==> config.mk <==
export PLATFORM = sky130hd
export DESIGN_NAME = readout_seq
export DESIGN_NICKNAME = d
export VERILOG_FILES = /design/src/rtl/readout_seq.sv
export SDC_FILE = /design/constraint.sdc
export NUM_CORES = 1
export LEC_CHECK = 0
export CAP_MARGIN = 0
export CORE_MARGIN = 1
export CORE_UTILIZATION = 36
export DETAILED_ROUTE_END_ITERATION = 6
export PLACE_DENSITY = 0.71
export SLEW_MARGIN = 30
export SYNTH_ARGS = -nofsm -noshare
export SYNTH_HDL_FRONTEND = slang
export SYNTH_SLANG_ARGS = --single-unit
export TNS_END_PERCENT = 30
==> constraint.sdc <==
create_clock -name clk_i -period 1.55 [get_ports clk_i]
set_input_delay 0.3875 -clock clk_i [delete_from_list [all_inputs] [get_ports clk_i]]
set_output_delay 0.3875 -clock clk_i [all_outputs]
set_load 0.03 [all_outputs]
==> src/rtl/readout_seq.sv <==
// readout_seq: reads a window of captured samples from a synchronous RAM,
// newest first, and hands them one at a time to a UART transmitter.
// Optional XON/XOFF flow control is built when READOUT_SEQ_XONOFF_EN is defined.
module readout_seq #(
    parameter int unsigned WIDTH = 32,
    parameter int unsigned DEPTH = 5
) (
    input  logic             clk_i,
    input  logic             rst_in,
    input  logic             start_i,
    input  logic             abort_i,
    input  logic [DEPTH-1:0] wr_ptr_i,
    input  logic [DEPTH:0]   count_i,
    input  logic [WIDTH-1:0] mem_q_i,
    output logic [DEPTH-1:0] mem_addr_o,
    output logic             mem_en_o,
    input  logic             tx_rdy_i,
    output logic             tx_stb_o,
    output logic [31:0]      tx_data_o,
    input  logic             xon_i,
    input  logic             xoff_i,
    output logic             busy_o,
    output logic             done_o
);

    localparam int unsigned CNT_W = DEPTH + 1;
    localparam int unsigned CAP   = 1 << DEPTH;

    typedef enum logic [2:0] {
        IDLE = 3'd0,
        ADDR = 3'd1,
        READ = 3'd2,
        SEND = 3'd3,
        GAP  = 3'd4,
        FIN  = 3'd5
    } state_t;

    state_t             state_q, state_d;
    logic [DEPTH-1:0]   addr_q, addr_d;
    logic [CNT_W-1:0]   remaining_q, remaining_d;
    logic [31:0]        tx_data_q, tx_data_d;
    logic [CNT_W-1:0]   count_clamped;
    logic               tx_stb_c;
    logic               mem_en_q, busy_q, done_q;
    logic               paused_q;

`ifdef READOUT_SEQ_XONOFF_EN
    logic paused_d;

    // Pause flag: xon wins over xoff; start and abort always resume.
    always_comb begin
        paused_d = paused_q;
        if (xoff_i) paused_d = 1'b1;
        if (xon_i)  paused_d = 1'b0;
        if (abort_i || (state_q == IDLE && start_i)) paused_d = 1'b0;
    end

    // Pause flag register.
    always_ff @(posedge clk_i or negedge rst_in) begin
        if (!rst_in) paused_q <= 1'b0;
        else         paused_q <= paused_d;
    end
`else
    logic unused_flow_ctrl;

    // Flow control absent: host pulses have no effect.
    assign paused_q         = 1'b0;
    assign unused_flow_ctrl = &{1'b0, xon_i, xoff_i};
`endif

    // Requested sample count saturated at the RAM capacity.
    assign count_clamped = (count_i > CNT_W'(CAP)) ? CNT_W'(CAP) : count_i;

    // Next-state and datapath update; abort overrides every transition.
    always_comb begin
        state_d     = state_q;
        addr_d      = addr_q;
        remaining_d = remaining_q;
        tx_data_d   = tx_data_q;
        tx_stb_c    = 1'b0;
        if (state_q != IDLE && abort_i) begin
            state_d = IDLE;
        end else begin
            case (state_q)
                IDLE: begin
                    if (start_i) begin
                        addr_d      = wr_ptr_i;
                        remaining_d = count_clamped;
                        state_d     = (count_clamped == '0) ? FIN : ADDR;
                    end
                end
                ADDR: state_d = READ;
                READ: begin
                    tx_data_d = 32'(mem_q_i);
                    state_d   = SEND;
                end
                SEND: begin
                    if (tx_rdy_i && !paused_q) begin
                        tx_stb_c = 1'b1;
                        state_d  = GAP;
                    end
                end
                GAP: begin
                    remaining_d = remaining_q - CNT_W'(1);
                    addr_d      = addr_q - DEPTH'(1);
                    state_d     = (remaining_q == CNT_W'(1)) ? FIN : ADDR;
                end
                FIN:     state_d = IDLE;
                default: state_d = IDLE;
            endcase
        end
    end

    // State register.
    always_ff @(posedge clk_i or negedge rst_in) begin
        if (!rst_in) state_q <= IDLE;
        else         state_q <= state_d;
    end

    // Datapath registers and state-decoded outputs, aligned with the state they describe.
    always_ff @(posedge clk_i or negedge rst_in) begin
        if (!rst_in) begin
            addr_q      <= '0;
            remaining_q <= '0;
            tx_data_q   <= '0;
            mem_en_q    <= 1'b0;
            busy_q      <= 1'b0;
            done_q      <= 1'b0;
        end else begin
            addr_q      <= addr_d;
            remaining_q <= remaining_d;
            tx_data_q   <= tx_data_d;
            mem_en_q    <= (state_d == ADDR);
            busy_q      <= (state_d != IDLE);
            done_q      <= (state_d == FIN);
        end
    end

    // Strobe follows tx_rdy_i in the same cycle so it can never fire while the UART is busy.
    assign tx_stb_o   = tx_stb_c;
    assign tx_data_o  = tx_data_q;
    assign mem_addr_o = addr_q;
    assign mem_en_o   = mem_en_q;
    assign busy_o     = busy_q;
    assign done_o     = done_q;

endmodule

Figure 1. Cell density map (run 1).
The die is cut into 8 by 8 equal tiles; white is low, dark blue is high, 0 to 100% covered.
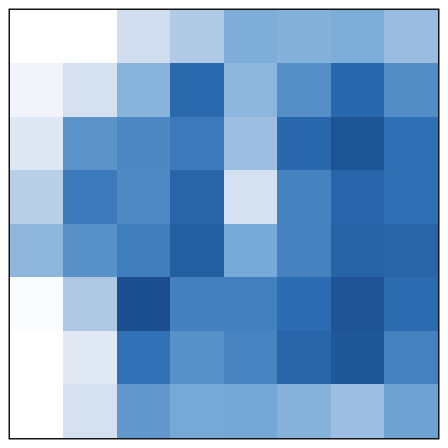
densest ninth of the die	middle right
nearly empty tiles	6.2%
tiles over 75% full	23%
mean over tiles	53%
Util after Layout: 60.3%
Initial Util: 38.1%
placeable core area: 0.00606 mm²

Figure 2. Register map, names as in the netlist (run 1).
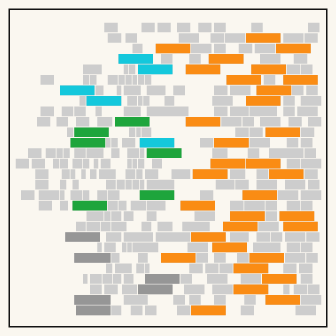
color	signal	sequential cells
cyan	mem_addr_o	5
green	remaining_q	6
orange	tx_data_o	32
not colored	6
sequential share of cell area: 33.6%
Seq group: 2.28 mW
FF/Latch Area: 0.00123 mm²

==> results.txt, run 1 <==
flow finished, numbers: RD Place Congestion 0.822, CP Launch Type register, Worst path top cell family by delay buffers and inverters, crit path buf inv count 3, final period utilization 107%, Final setup viols 31, post-route insts no fill 366, min Tclk post-route 1.65 ns, die width 82.1 µm, AO/OA Area Share 10.1%, top cells by area dfrtp_1 53%, mux2_4 20%, a21oi_1 2.2%, nand3_1 2.0%, buf_6 2.0%, Clock power frac 12.8%, RR Startpoint state_q[0], Top Layout Cells 47 x dfrtp_1, 44 x clkdlybuf4s50_1, 40 x dlygate4sd2_1, Setup Fix Bufs, Post-CTS 0, Clock Sinks 49, WS Path Type register to register, Yosys chip area 0.00231 mm², Mapped Area 0.00231 mm², Post-synth top cells 49 x dfrtp_1, 30 x mux2_4, 10 x a21oi_1, clock buffer depth 2, first-iteration detailed-routing DRC count 65, OpenROAD warning count 31, Seq share, synth 53.1%, Max Transition Viols Final 0, WL/cell 15.2 µm, switching power 2.99 mW, Die Y 82.1 µm, most frequent cell after synthesis dfrtp_1, clkbuf count 6, # placed instances 350, Max-area cell share 53.1%, RSZ-0062 raised after global routing true, non-clk buf share 30.7%, Adders+Majority by Area 1.63%, hold slack 0.0324 ns, status complete, but fails checks, failing checks negative setup slack, number of vias per cell 5.01, EDFF count, synth 0, Worst EP arrival 1.84 ns, crit-path max FO 8, worst-margin pin slew 0.474 ns, share of cells above drive strength 1 30.6%, Final Hold Fails 0, worst setup margin -0.102 ns
Figure 3. Placed standard cells (run 1).
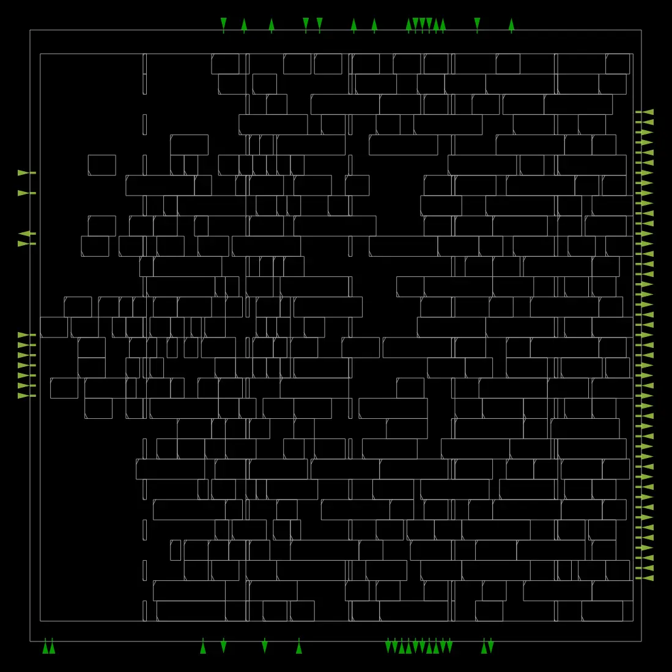
number of core rows: 28
flop count: 49

Figure 4. The metal 1 layer (run 1).
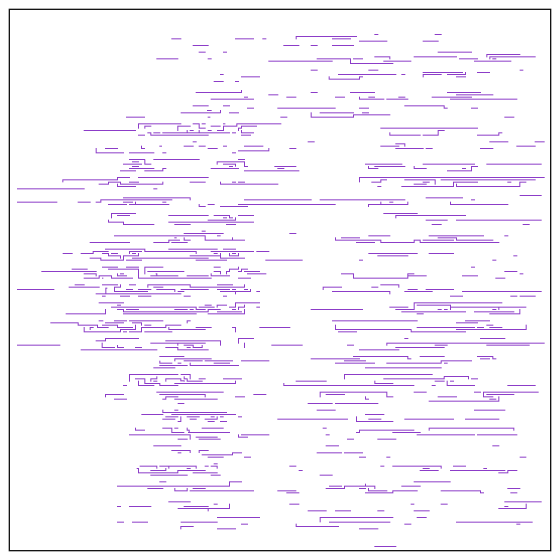

==> run 2, diff against run 1 <==
Settings changed: ABC_AREA from default to 1, CTS_CLUSTER_SIZE from default to 25, SKIP_LAST_GASP from default to 1.
Figure 5. The metal 1 layer (run 2).
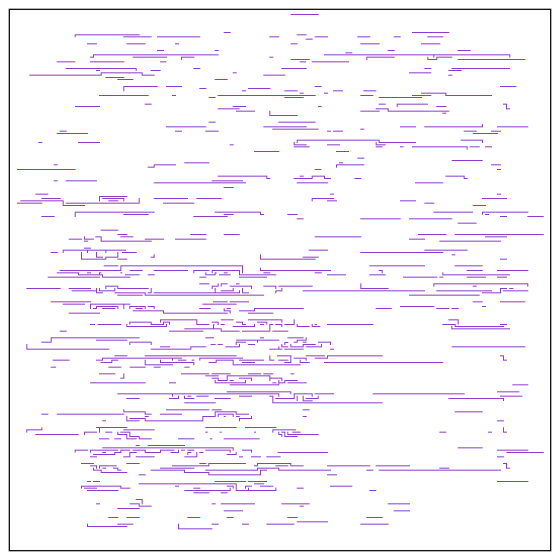
nets with wire on the layer	318
longest straight run	28.1 µm
share of all routed wire	43%
wire length on this layer	2,140 µm
vias post-DR: 1,838
final wirelength: 4970 µm
met1 GRT Util: 20.1%

Figure 6. Met2 routing (run 2).
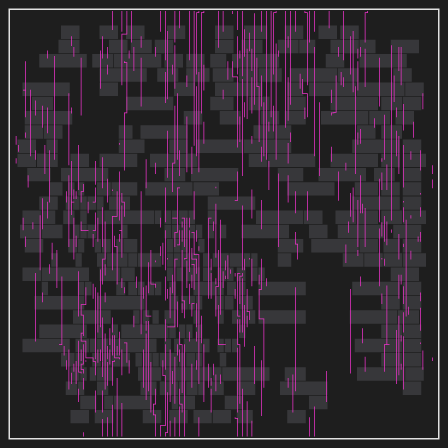
wire length on this layer	2,480 µm
main direction	vertical
longest straight run	33.3 µm
GRT met2 Usage: 27.3%

==> run 2 against run 1 <==
The flow still finishes with violations (negative setup slack). Count of clock-buffer cells in the layout fell by 1. Wire length down 11%. Flip-flop count is the same. First-iteration DRC count is 17% lower. Critical path depth is 4 lower. Non-clock buffer count is 17 lower. Final cell count increased by 8.7%. Register-to-register slack better by 0.25 ns. Die size decreased by 0.73%.
==> results.txt, run 2 <==
flow finished, numbers: Top Layout Cells 66 x clkdlybuf4s50_1, 47 x dfrtp_1, 46 x nand2_1, Clock Sinks 49, crit-path max FO 2, top cells by area dfrtp_1 54%, mux2_2 14%, nand2_1 7.7%, inv_1 3.8%, nand3_1 3.7%, final period utilization 111%, min Tclk post-route 1.71 ns, Worst path top cell family by delay buffers and inverters, clock buffer depth 2, Final setup viols 22, Setup Fix Bufs, Post-CTS 0, Util after Layout 56.9%, Worst EP arrival 1.33 ns, RR Startpoint state_q[1], placeable core area 0.00603 mm², worst-margin pin slew 0.345 ns, Mapped Area 0.00229 mm², Die Y 81.8 µm, crit path buf inv count 1, Seq share, synth 53.5%, status complete, but fails checks, post-route insts no fill 398, worst setup margin -0.163 ns, share of cells above drive strength 1 19.5%, Clock power frac 11.5%, failing checks negative setup slack, first-iteration detailed-routing DRC count 54, FF/Latch Area 0.00123 mm², WS Path Type register to primary output
Power and IR drop assume default switching activity.
